--- config.mk ---
export PLATFORM = sky130hd
export DESIGN_NAME = div_operand_fifo
export DESIGN_NICKNAME = d
export VERILOG_FILES = /design/src/rtl/div_operand_fifo.sv
export SDC_FILE = /design/constraint.sdc
export NUM_CORES = 1
export LEC_CHECK = 0
export ABC_AREA = 1
export CORE_MARGIN = 2
export CORE_UTILIZATION = 50
export DETAILED_ROUTE_END_ITERATION = 16
export PLACE_DENSITY_LB_ADDON = 0.05
export SLEW_MARGIN = 20
export SYNTH_ARGS = -nofsm -noshare
export SYNTH_HDL_FRONTEND = slang
export SYNTH_SLANG_ARGS = --single-unit
export TNS_END_PERCENT = 20
--- constraint.sdc ---
create_clock -name Clk -period 1.9 [get_ports Clk]
set_input_delay 0.38 -clock Clk [delete_from_list [all_inputs] [get_ports Clk]]
set_output_delay 0.38 -clock Clk [all_outputs]
set_load 0.02 [all_outputs]
--- src/rtl/div_operand_fifo.sv ---
// ---------------------------------------------------------------------------
// div_operand_fifo
//
// Issue stage in front of the combinational DIV datapath. Operand pairs
// (dividend, divisor) come in over a valid/ready handshake and are held in a
// DEPTH-entry FIFO. The head pair drives DIV's a/b inputs directly. A
// divide-by-zero request is caught as it enters the FIFO: it is stored as
// a=0, b=1 with dz=1, so DIV yields quot=0 instead of an undefined result.
//
// Ports:
//   Clk        rising-edge clock
//   Rst        asynchronous reset, active-low
//   in_valid   upstream offers in_a/in_b this cycle
//   in_ready   FIFO can accept (not full)
//   in_a/in_b  incoming dividend / divisor
//   out_valid  head entry present (not empty)
//   out_ready  consumer takes the head pair this cycle
//   a/b        head dividend / divisor to DIV (0/0 when empty)
//   dz         head entry was a divide-by-zero request
//   count      current occupancy, 0..DEPTH
//   dz_count   saturating count of accepted b==0 requests
// ---------------------------------------------------------------------------
module div_operand_fifo #(
  parameter int DATAWIDTH = 8,
  parameter int DEPTH     = 4,
  parameter int CNTWIDTH  = 8
) (
  input  logic                       Clk,
  input  logic                       Rst,
  input  logic                       in_valid,
  output logic                       in_ready,
  input  logic [DATAWIDTH-1:0]       in_a,
  input  logic [DATAWIDTH-1:0]       in_b,
  output logic                       out_valid,
  input  logic                       out_ready,
  output logic [DATAWIDTH-1:0]       a,
  output logic [DATAWIDTH-1:0]       b,
  output logic                       dz,
  output logic [$clog2(DEPTH):0]     count,
  output logic [CNTWIDTH-1:0]        dz_count
);

  localparam int PW = $clog2(DEPTH);
  localparam int CW = PW + 1;
  localparam logic [CW-1:0] FULL_COUNT = CW'(DEPTH);

  // Storage is kept in flops: the head must be readable in the same cycle
  // and every entry is cleared by reset.
  logic [DATAWIDTH-1:0] mem_a  [DEPTH];
  logic [DATAWIDTH-1:0] mem_b  [DEPTH];
  logic                 mem_dz [DEPTH];

  logic [PW-1:0]        wr_ptr;
  logic [PW-1:0]        rd_ptr;
  logic [CW-1:0]        occ;

  logic                 push;
  logic                 pop;
  logic                 in_dz;
  logic [DATAWIDTH-1:0] store_a;
  logic [DATAWIDTH-1:0] store_b;

  // Handshake flags depend on registered occupancy only, so there is no
  // combinational path from out_ready to in_ready: a full FIFO that is
  // popped this cycle still refuses the push until the next cycle.
  assign in_ready  = (occ != FULL_COUNT);
  assign out_valid = (occ != '0);
  assign push      = in_valid && in_ready;
  assign pop       = out_valid && out_ready;

  // Divide-by-zero screening: substitute 0/1 so DIV produces quot=0.
  assign in_dz   = (in_b == '0);
  assign store_a = in_dz ? '0 : in_a;
  assign store_b = in_dz ? DATAWIDTH'(1) : in_b;

  always_ff @(posedge Clk or negedge Rst) begin
    if (!Rst) begin
      for (int i = 0; i < DEPTH; i++) begin
        mem_a[i]  <= '0;
        mem_b[i]  <= '0;
        mem_dz[i] <= 1'b0;
      end
    end else if (push) begin
      mem_a[wr_ptr]  <= store_a;
      mem_b[wr_ptr]  <= store_b;
      mem_dz[wr_ptr] <= in_dz;
    end
  end

  // DEPTH is a power of two, so plain pointer increment wraps mod DEPTH.
  always_ff @(posedge Clk or negedge Rst) begin
    if (!Rst) begin
      wr_ptr <= '0;
      rd_ptr <= '0;
      occ    <= '0;
    end else begin
      if (push) wr_ptr <= wr_ptr + 1'b1;
      if (pop)  rd_ptr <= rd_ptr + 1'b1;
      case ({push, pop})
        2'b10:   occ <= occ + 1'b1;
        2'b01:   occ <= occ - 1'b1;
        default: occ <= occ;
      endcase
    end
  end

  always_ff @(posedge Clk or negedge Rst) begin
    if (!Rst) begin
      dz_count <= '0;
    end else if (push && in_dz && (dz_count != '1)) begin
      dz_count <= dz_count + 1'b1;
    end
  end

  // Head presentation: zeroes while empty so DIV never sees stale operands.
  always_comb begin
    a  = '0;
    b  = '0;
    dz = 1'b0;
    if (out_valid) begin
      a  = mem_a[rd_ptr];
      b  = mem_b[rd_ptr];
      dz = mem_dz[rd_ptr];
    end
  end

  assign count = occ;

endmodule
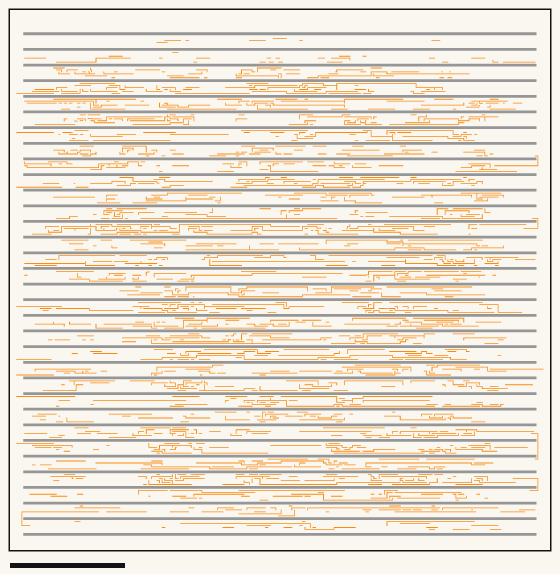
*Met1 routing, run 1*
The bar under the picture is 20 um long. Supply wires on this layer in gray.
- main direction: horizontal
- longest straight run: 34.0 um
GR Util met1: 0.337
vias: 3666

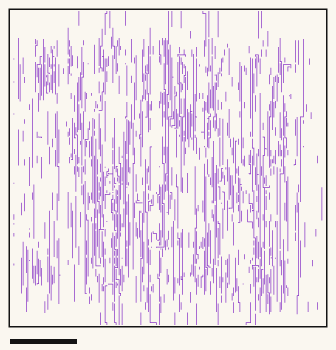
*M2 wires, run 1*
The bar under the picture is 20 um long.
- share of all routed wire: 48%
- wire length on this layer: 4880 um
- nets with wire on the layer: 488

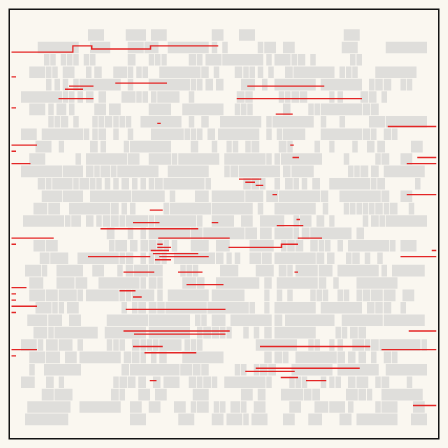
*The metal 3 layer, run 1*
Cells faint in the background.
- wire length on this layer: 515 um
- share of all routed wire: 5.0%
- longest straight run: 27.1 um
- nets with wire on the layer: 52
WL final: 10.2 mm
M3 GR Usage: 0.0361

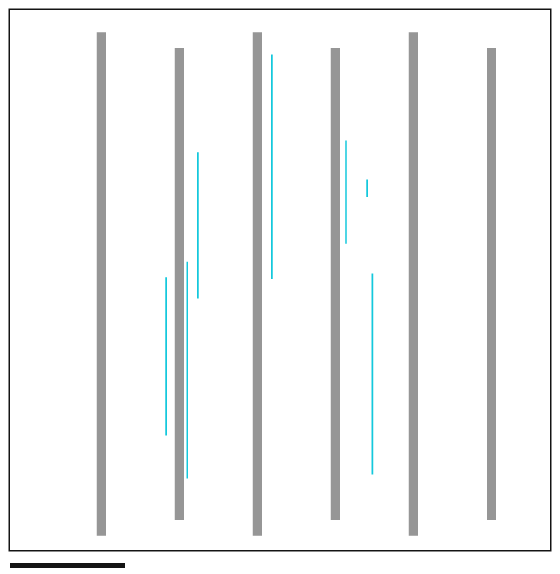
*Metal 4, run 1*
The bar under the picture is 20 um long. Supply wires on this layer in gray.
- longest straight run: 38.8 um
- share of all routed wire: 1.8%
- nets with wire on the layer: 4
- main direction: vertical

[run 1: worst min-delay path by stage]
stage | end | depth (start not counted) | slack (ns) | startpoint
global placement | mem_b[13]$_DFFE_PN0P_ | 1 | 0.31 | Rst
floorplan | count[0]$_DFFE_PN0P_ | 0 | 0.08 | Rst
finish | mem_b[13]$_DFFE_PN0P_ | 2 | 0.45 | Rst
CTS | mem_b[13]$_DFFE_PN0P_ | 2 | 0.46 | Rst
detailed placement | mem_b[14]$_DFFE_PN0P_ | 1 | 0.31 | Rst
global route | mem_b[14]$_DFFE_PN0P_ | 2 | 0.49 | Rst
[run 1: stage by stage]
stage	power (uW)	worst slack, ns	instance area [sq um]
6_report	8830	-0.0940	5250
2_1_floorplan	5380	0.00890	4070
5_1_grt	9470	-0.162	5250
4_1_cts	8640	-0.120	5180
3_5_place_dp	7270	-0.248	4970
3_3_place_gp	7160	-0.200	4970
[run 1: power groups by stage]
stage | Clock, uW | Sequential (uW) | Combinational [uW]
after floorplan | 0 | 2820 | 2560
after global placement | 0 | 2830 | 4330
after detailed placement | 0 | 2850 | 4410
after CTS | 1460 | 2820 | 4350
after global routing | 1530 | 2920 | 5020
final | 1440 | 2840 | 4550
[run 1: sequential cells by signal, summed over array words and instances (netlist names)]
register / flops
dz_count: 8
wr_ptr: 2
mem_dz: 4
rd_ptr: 2
mem_b: 32
count: 3
mem_a: 32
[run 1: cell usage after synthesis]
| cell type | number |
|---|---|
| buf_2 | 12 |
| nand3_1 | 5 |
| inv_1 | 56 |
| nand2_2 | 2 |
| nor2_1 | 23 |
| clkinv_1 | 3 |
| dfrtp_1 | 83 |
| buf_6 | 1 |
| clkbuf_1 | 5 |
| inv_2 | 2 |
| buf_1 | 1 |
| fa_1 | 1 |
| a21oi_1 | 50 |
| nand4_1 | 1 |
| nor2_2 | 2 |
| a21oi_4 | 1 |
| nand2_1 | 177 |
| nor3_1 | 1 |
| xor2_1 | 4 |
| nand3b_1 | 1 |
| buf_4 | 3 |
| xnor2_1 | 3 |
| ha_1 | 6 |
| o21ai_0 | 75 |
[run 1: what timing repair did]
action	4_1_cts	5_1_grt
gates cloned	0	0
pin swaps	7	10
endpoints found under the setup margin	20	20
gates resized	97	29
hold buffers	1	0
endpoints found under the hold margin	21	0
setup buffers	1	0
[run 1: worst max-delay path: stages (launching register included)]
cell	delay [ns]
dfrtp_2	0.46
buf_6	0.14
buf_6	0.13
a21oi_2	0.13
o21ai_1	0.09
a21oi_2	0.16
buf_4	0.16
[run 1: per-layer routing]
metal,part of all wire,vias to the layer above
met5,0,-
met3,0.050,18
met4,0.018,0
met2,0.48,108
li1,-,1793
met1,0.45,1747
[run 1: cell type report]
| type | instances | area (sq um) |
|---|---|---|
| fillers | 660 | 2520 |
| flip-flops and latches | 83 | 2080 |
| multi-input cells | 352 | 1680 |
| repair buffers | 94 | 898 |
| inverters | 61 | 231 |
| clock buffers | 11 | 151 |
| well taps | 102 | 128 |
| clock inverters | 4 | 73.8 |
==> impl_metrics.toml, run 1 <==
# physical design summary
[yosys]
syn-instance-count = 518
synth_area_sq_um = 4040
top_area_frac = 0.514
simple_gate_share = 0.203
synth_flops = 83
mux_share = 0
synth-compound-area-share = 0.159
logic_family = "simple AND/OR/NAND/NOR gates"
ys_sh_adder = 0.0235
synth_area_leader_cell = "dfrtp_1"

[worst_setup_path]
worst_setup_path_end_kind = "primary output"
crit_type = "register to primary output"
r2r_slack_ns = 0.07
cp.arrival_ns = 1.61

[die]
chip_area_sq_um = 8820
die_y_um = 93.9
die_x_um = 93.9
core_sq_um = 7770
num_rows = 32

[clocking]
htreeDepth = 3
cts_made_buffers = 9
clock_sinks = 83
clkTransAtPathRegs_ns = 0.08
cts_tree = "built"
insertion_delay_ns = 0.36

[final_timing]
layout_setup_ws_ns = -0.0940
setup_viol = 14
whs_ns = 0.454
hold_violations = 0
fmax_mhz = 502
tns_ns = -0.649

[pwr]
p_leak_uw = 0.00265
power.share.switching = 0.410
power.share.combinational = 0.515
p_int_uw = 5210
pwr-share-seq = 0.322
ir_worst_vdd_v = 0.00111
power_density_nw_per_um2 = 1680

[global_route]
grt_pass1_vias = 3660
track_usage = 0.253
grt_antenna_before_repair = 0
use_met2 = 0.414

[layout]
final_cell_mix = "174 x nand2_1, 79 x dfrtp_1, 61 x o21ai_0"
areaGrowthSynthToFinish_pct = 29.9
final_cells = 707
n_antenna_cell = 0
final_nets = 628

[min_path]
hold_class = "input port to async pin"

[drt]
drc = 0
ant_nets = 0
viasPerCell = 5.19
detail_route.wl_per_cell_um = 14.4

[run]
tool_warnings = 31

[outcome]
violations = "setup timing"
status = "finished with violations"

[placement]
dp.cells = 690
==> inputs of run 2 (changes only) <==
--- a/config.mk
+++ b/config.mk
@@ -9,6 +9,7 @@
 export CORE_MARGIN = 2
 export CORE_UTILIZATION = 50
 export DETAILED_ROUTE_END_ITERATION = 16
+export MAX_ROUTING_LAYER = met4
 export PLACE_DENSITY_LB_ADDON = 0.05
 export SLEW_MARGIN = 20
 export SYNTH_ARGS = -nofsm -noshare
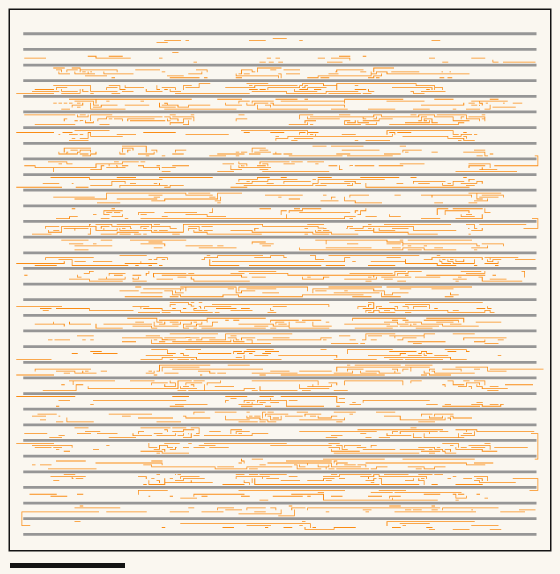
*Met1 routing, run 2*
The bar under the picture is 20 um long. Supply wires on this layer in gray.
- nets with wire on the layer: 584
- main direction: horizontal
- wire length on this layer: 4720 um
- longest straight run: 35.4 um

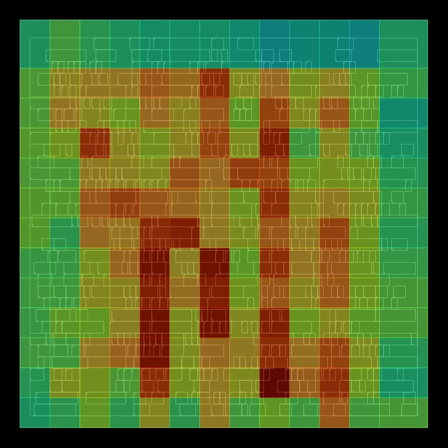
*Track usage over the die, run 2*
Layout Utilization: 0.676
total track usage: 0.261
GR Util met1: 0.338
M3 GR Usage: 0.0449
met2 Usage GRT: 0.414

==> run 2 against run 1 <==
The flow still finishes with violations (setup timing). Die area unchanged. Combinational power is essentially flat. Highest routed layer unchanged. Cell count unchanged. Fmax is 0.11% higher. Critical path type unchanged. Global-route usage up 0.73 points.
==> impl_metrics.toml, run 2 <==
# physical design summary
[die]
chip_area_sq_um = 8820
die_x_um = 93.9
die_y_um = 93.9
core_sq_um = 7770
num_rows = 32

[yosys]
synth_area_leader_cell = "dfrtp_1"
flop_cell = "dfrtp_1"
edf_count = 0
top_area_frac = 0.514
async_flop_share = 1.00
synth_area_sq_um = 4040
synth_flops = 83
synth.most_common_cell = "nand2_1"

[worst_setup_path]
worst_setup_path_end_kind = "primary output"
crit_type = "register to primary output"

[drt]
ant_nets = 0
num_vias = 3639
detail_route.wl_per_cell_um = 14.5
drc = 0

[min_path]
hold_class = "input port to async pin"

[pwr]
power.share.switching = 0.410
p_int_uw = 5210
ir_worst_vdd_v = 0.00111
p_leak_uw = 0.00266
report.power.total_uw = 8830
pwr-share-seq = 0.322
power_density_nw_per_um2 = 1680

[clocking]
insertion_delay_ns = 0.36
clock_sinks = 83
clkTransAtPathRegs_ns = 0.08
cts_made_buffers = 9

[final_timing]
fmax_mhz = 502
setup_viol = 14
hold_violations = 0
layout_setup_ws_ns = -0.0918

[outcome]
status = "finished with violations"
violations = "setup timing"

[global_route]
grt_antenna_before_repair = 0
grt_pass1_vias = 3660

[layout]
n_antenna_cell = 0
largestRegisters = "mem_a (32), mem_b (32), dz_count (8)"
areaGrowthSynthToFinish_pct = 29.9
final_cell_mix = "174 x nand2_1, 79 x dfrtp_1, 61 x o21ai_0"

[run]
tool_warnings = 31
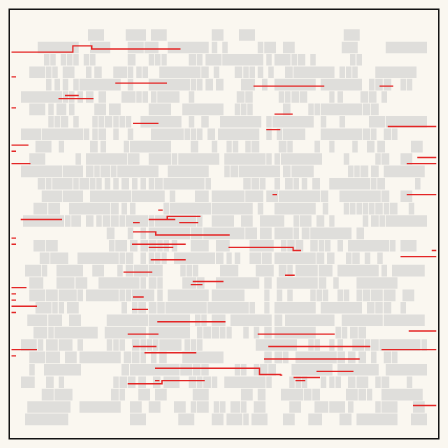
*The metal 3 layer, run 2*
Cells faint in the background.
- main direction: horizontal
- wire length on this layer: 445 um
- nets with wire on the layer: 49
- share of all routed wire: 4.3%

[run 2: cell count changes in the layout (fill, tap and decap cells not counted), sizes merged]
cell	previous run	this run
clkdlybuf4s50	28	27
dlymetal6s2s	1	2
[run 2: power by group through the flow]
| stage | Combinational [uW] | Sequential [uW] | Clock [uW] |
|---|---|---|---|
| floorplan | 2560 | 2820 | 0 |
| global placement | 4330 | 2830 | 0 |
| detailed placement | 4410 | 2850 | 0 |
| finish | 4550 | 2840 | 1440 |
| CTS | 4350 | 2820 | 1460 |
| global route | 5020 | 2920 | 1530 |
[run 2: how the worst max path moves through the flow]
stage / start / end / slack, ns / cells past startpoint
after floorplan: count[1]$_DFFE_PN0P_ / count[2]$_DFFE_PN0P_ / 0.009 / 9
after global placement: rd_ptr[0]$_DFFE_PN0P_ / dz / -0.20 / 6
after CTS: rd_ptr[0]$_DFFE_PN0P_ / a[7] / -0.12 / 6
final: rd_ptr[0]$_DFFE_PN0P_ / dz / -0.09 / 6
after detailed placement: rd_ptr[0]$_DFFE_PN0P_ / dz / -0.25 / 6
after global routing: rd_ptr[0]$_DFFE_PN0P_ / dz / -0.17 / 6
[run 2: layer usage]
metal | share of wire | global-route usage | wire [um]
met5 | 0 | - | 0
met4 | 0.014 | 0.0990 | 142
met3 | 0.043 | 0.0449 | 444
met2 | 0.48 | 0.414 | 4950
met1 | 0.46 | 0.338 | 4720
[run 2: critical path, stage by stage, from the launching register on]
cell and delay (ns):
dfrtp_2 0.46, buf_6 0.14, buf_6 0.13, a21oi_2 0.13, o21ai_1 0.09, a21oi_2 0.16
buf_4 0.16
[run 2: area by class of cell]
cell class,count,area (sq um)
fillers,659,2520
well taps,102,128
inverters,61,231
clock buffers,11,151
clock inverters,4,73.8
repair buffers,94,901
flip-flops and latches,83,2080
multi-input cells,352,1680
[run 2: timing repair]
item                                   4_1_cts  5_1_grt
resized                                     97       30
cloned                                       0        0
pin swaps                                    7       10
setup endpoints to repair                   20       21
buffers inserted                             1        0
endpoints found under the hold margin       21        0
hold buffers                                 1        0
[run 2: per-stage QoR]
stage,cell area (sq um),hold WS (ns),TNS (ns),cells
floorplan,4070,0.0844,0,518
global placement,4970,0.305,-3.02,690
detailed placement,4970,0.305,-4.04,690
CTS,5180,0.458,-1.01,707
global route,5250,0.485,-2.09,707
finish,5250,0.453,-0.660,707
[run 2: kinds of logic after synthesis]
| group | share of synthesized area |
|---|---|
| xor+xnor | 0.0152 |
| compound gates | 0.159 |
| simple gates | 0.203 |
| buf+inv | 0.0855 |
| flops | 0.514 |
| fa+ha+maj | 0.0235 |
Power figures rest on the tool's default switching activity, not on a simulated workload.
